Fig. 1: metal 1
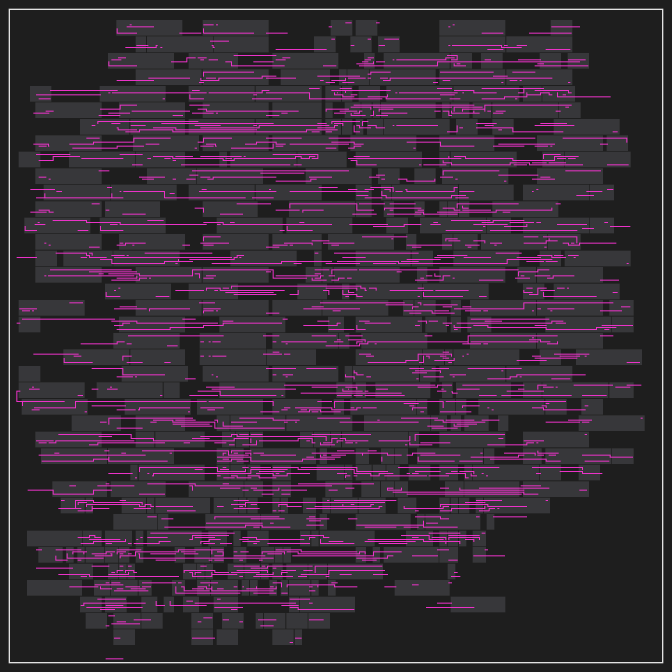
Fig. 2: signal wires on met2
Bar = 20 um.
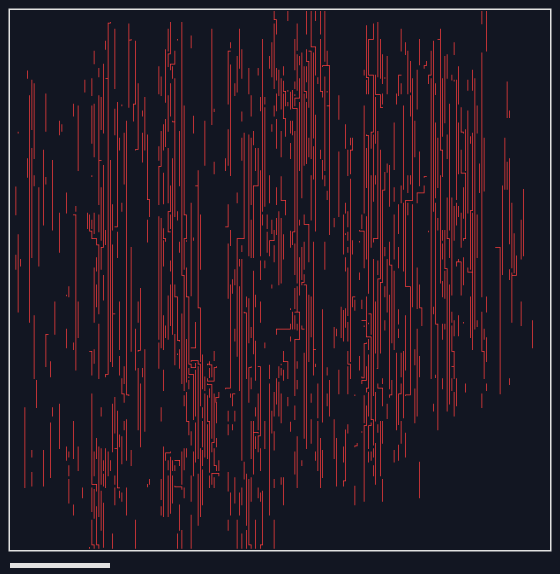
Fig. 3: metal 3
Bar = 20 um.
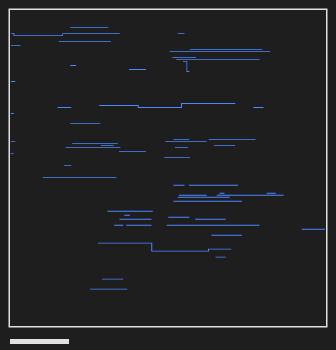
Fig. 4: metal 4
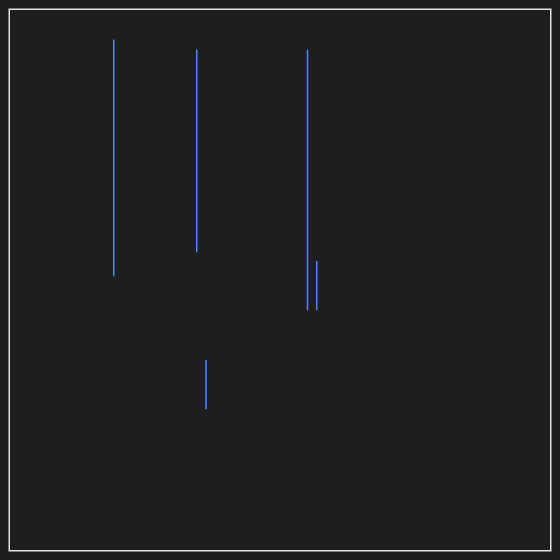
**src/rtl/uart_tx_fifo.sv**
```systemverilog
// rtl/uart_tx_fifo.sv - first-word-fall-through byte FIFO feeding the UART transmit handshake
module uart_tx_fifo #(
  parameter int DATA_WIDTH = 8,
  parameter int DEPTH = 16,
  localparam int CNT_WIDTH = $clog2(DEPTH) + 1
) (
  input  logic                  clk,
  input  logic                  rst_n,
  input  logic                  flush,
  input  logic [DATA_WIDTH-1:0] in_data,
  input  logic                  in_valid,
  output logic                  in_ready,
  output logic [DATA_WIDTH-1:0] out_data,
  output logic                  out_valid,
  input  logic                  out_ready,
  output logic [CNT_WIDTH-1:0]  fifo_count,
  output logic                  fifo_full,
  output logic                  fifo_empty,
  output logic                  drop_sticky
);

  localparam int PTR_WIDTH = $clog2(DEPTH);

  logic [DATA_WIDTH-1:0] mem_q [DEPTH];
  logic [PTR_WIDTH-1:0]  wr_ptr_q, wr_ptr_d;
  logic [PTR_WIDTH-1:0]  rd_ptr_q, rd_ptr_d;
  logic [CNT_WIDTH-1:0]  count_q, count_d;
  logic                  drop_q, drop_d;
  logic                  wr_en;
  logic                  rd_en;

  // Flags come only from the registered count; flush blocks both ports for its cycle.
  assign fifo_full   = (count_q == CNT_WIDTH'(DEPTH));
  assign fifo_empty  = (count_q == '0);
  assign fifo_count  = count_q;
  assign in_ready    = !fifo_full && !flush;
  assign out_valid   = !fifo_empty;
  assign out_data    = mem_q[rd_ptr_q];
  assign drop_sticky = drop_q;
  assign wr_en       = in_valid && in_ready;
  assign rd_en       = out_valid && out_ready && !flush;

  // Next-state for pointers, occupancy and the sticky drop flag.
  always_comb begin
    wr_ptr_d = wr_ptr_q;
    rd_ptr_d = rd_ptr_q;
    count_d  = count_q;
    drop_d   = drop_q;
    if (flush) begin
      wr_ptr_d = '0;
      rd_ptr_d = '0;
      count_d  = '0;
      drop_d   = 1'b0;
    end else begin
      if (wr_en) begin
        wr_ptr_d = wr_ptr_q + PTR_WIDTH'(1);
      end
      if (rd_en) begin
        rd_ptr_d = rd_ptr_q + PTR_WIDTH'(1);
      end
      case ({wr_en, rd_en})
        2'b10:   count_d = count_q + CNT_WIDTH'(1);
        2'b01:   count_d = count_q - CNT_WIDTH'(1);
        default: count_d = count_q;
      endcase
      if (in_valid && !in_ready) begin
        drop_d = 1'b1;
      end
    end
  end

  // Control state register with asynchronous clear.
  always_ff @(posedge clk or negedge rst_n) begin
    if (!rst_n) begin
      wr_ptr_q <= '0;
      rd_ptr_q <= '0;
      count_q  <= '0;
      drop_q   <= 1'b0;
    end else begin
      wr_ptr_q <= wr_ptr_d;
      rd_ptr_q <= rd_ptr_d;
      count_q  <= count_d;
      drop_q   <= drop_d;
    end
  end

  // Storage array; left unreset since the head is only meaningful while out_valid is high.
  always_ff @(posedge clk) begin
    if (wr_en) begin
      mem_q[wr_ptr_q] <= in_data;
    end
  end

endmodule

```
**config.mk**
```make
export PLATFORM = sky130hd
export DESIGN_NAME = uart_tx_fifo
export DESIGN_NICKNAME = d
export VERILOG_FILES = /design/src/rtl/uart_tx_fifo.sv
export SDC_FILE = /design/constraint.sdc
export NUM_CORES = 1
export LEC_CHECK = 0
export CORE_UTILIZATION = 53
export CTS_CLUSTER_DIAMETER = 50
export DETAILED_ROUTE_END_ITERATION = 10
export GPL_TIMING_DRIVEN = 0
export PLACE_DENSITY = 0.72
export SLEW_MARGIN = 20
export SYNTH_ARGS = -nofsm -noshare
export SYNTH_HDL_FRONTEND = slang
export SYNTH_SLANG_ARGS = --single-unit
```
**constraint.sdc**
```tcl
create_clock -name clk -period 3.72 [get_ports clk]
set_input_delay 0.744 -clock clk [delete_from_list [all_inputs] [get_ports clk]]
set_output_delay 0.744 -clock clk [all_outputs]
set_load 0.005 [all_outputs]
```
==> results.cfg <==
; flow metrics
[timing]
setup_viol = 0
finalCriticalPeriod_ns = 3.69
skew_ns = 0.00930
post-route-period-util_pct = 99.2
grt_setup_unrepaired = yes
fmaxAchievable_ghz = 0.271

[critical_path]
cp-startpoint = rd_ptr_q[1]
worstReg2RegEnd = fifo_count[4]
critPathArrivalTime_ns = 2.95
start_kind = register
cp-end-kind = primary output

[synthesis]
synth.cell_area_sq_um = 5920
async_flop_share_pct = 9.86
synth_cells = 357
synth_seq_share_pct = 70.9
top_cells_by_area = edfxtp_1, mux4_2, dfrtp_1
yosysTopAreaCell = edfxtp_1
synth-edff-count = 128
yosys-stat-area_sq_um = 5920
numSynthFlops = 142
ys_cells = 357
common_cells = edfxtp_1, mux2i_1, nand2_1
syn_nets = 379
ys_warn_count = 0

[floorplan]
die_y_um = 108
floorplan.core_util_pct = 54.6
core_sq_um = 10800
io_pins = 31
chip_area_sq_um = 11600

[hold_path]
holdPathStages = 2
min_to = drop_sticky
hp-start = drop_sticky
hp-class = reg2reg

[layout]
fin_util_pct = 64.1
final_cells = 558
drive_gt1_share_pct = 17.2
fillerInstances = 781
diodes = 0
layout_top_cell = edfxtp_1

[global_route]
grt_pass1_vias = 3169
grt_max_degree = 17
track_usage_pct = 21.8
antenna_found_initial = 0
grt-ovfl-total = 0

[cts]
post_cts.repair.setup_buffers = 0
clock-root-buffer = clkbuf_8
clk_path_buf_depth = 2
htree_levels = 4
cts_tree = done
cts_made_buffers = 17
worstSkewPairLatency_ns = 0.53
cts_hold_buffers = 0

[placed_design]
dp.cells = 526
dpl.hpwl_mm = 7.63

[status]
status = finished clean

[drt]
drc = 0
wl_met1_mm = 4.96
top_layer_used = met4
dr.pass1.iters = 4
ant_nets = 0
met3WireLength_um = 648

[power]
peakVddDrop_uv = 375
powerDensity_nw_per_um2 = 630
p_leak_nw = 2.36

[job]
warnings = 30
About Fig. 1:
longest straight run	34.0 um
main direction	horizontal
wire length on this layer	4960 um
WL final: 11.5 mm
M1 GR Usage: 30.0%
DR vias: 3246

About Fig. 2:
share of all routed wire	50%
nets with wire on the layer	380
longest straight run	70.0 um
wire length on this layer	5740 um

About Fig. 3:
longest straight run	34.0 um
nets with wire on the layer	40

About Fig. 4:
longest straight run	51.7 um
main direction	vertical
share of all routed wire	1.4%
wire length on this layer	158 um

## power breakdown
part	switching, mW	internal, mW
combinational	0.481	0.521
clock	0.652	0.891
sequential	0.0435	1.79
total	1.18	3.20
## through the flow
stage / power (mW) / area (sq um) / setup TNS [ns] / setup WS (ns) / hold slack, ns
after global routing: 4.54 / 6950 / -0.101 / -0.0443 / 0.545
after global placement: 2.85 / 6380 / 0 / 0.389 / 0.485
final: 4.38 / 6950 / 0 / 0.0302 / 0.508
after CTS: 4.38 / 6930 / 0 / 0.0766 / 0.511
after detailed placement: 2.86 / 6380 / 0 / 0.324 / 0.495
after floorplan: 2.50 / 5920 / 0 / 0.949 / 0.448
## per-layer routing
metal  vias to the layer above  track usage, %
li1                       1490               -
met1                      1641            30.0
met2                       102            33.8
met3                        13            4.90
met4                         0            8.81
met5                         -               0
## worst max-delay path, stage by stage, from the launching register on
cell and delay (ns):
dfrtp_1 0.40, buf_2 0.23, and2_1 0.19, buf_1 0.24, a221oi_1 0.51, o21ai_0 0.17, nand2_1 0.16, clkdlybuf4s50_1 0.51
## sequential cells by signal (all words and copies together), names as in the netlist
name         flops
wr_ptr_q         4
fifo_count       5
drop_sticky      1
rd_ptr_q         4
mem_q          128
## cell type report
cell class / count / area share [%]
timing repair buffer: 29 / 4.18
clock buffer: 20 / 6.12
inverter: 7 / 0.378
clock inverter: 12 / 1.66
sequential: 142 / 60.4
tap: 140 / 2.52
buffer: 17 / 1.21
multi-input combinational: 191 / 23.6
## logic make-up after synthesis
logic type,Yosys count,share of synthesized area [%]
buffers and inverters,24,1.69
flip-flops,142,70.9
AND-OR/OR-AND,55,5.92
multiplexers,54,12.8
adder cells (fa/ha/maj),9,2.03
XOR/XNOR,8,1.18
AND/OR/NAND/NOR,65,5.52
Power is estimated from default activity; no workload was simulated.
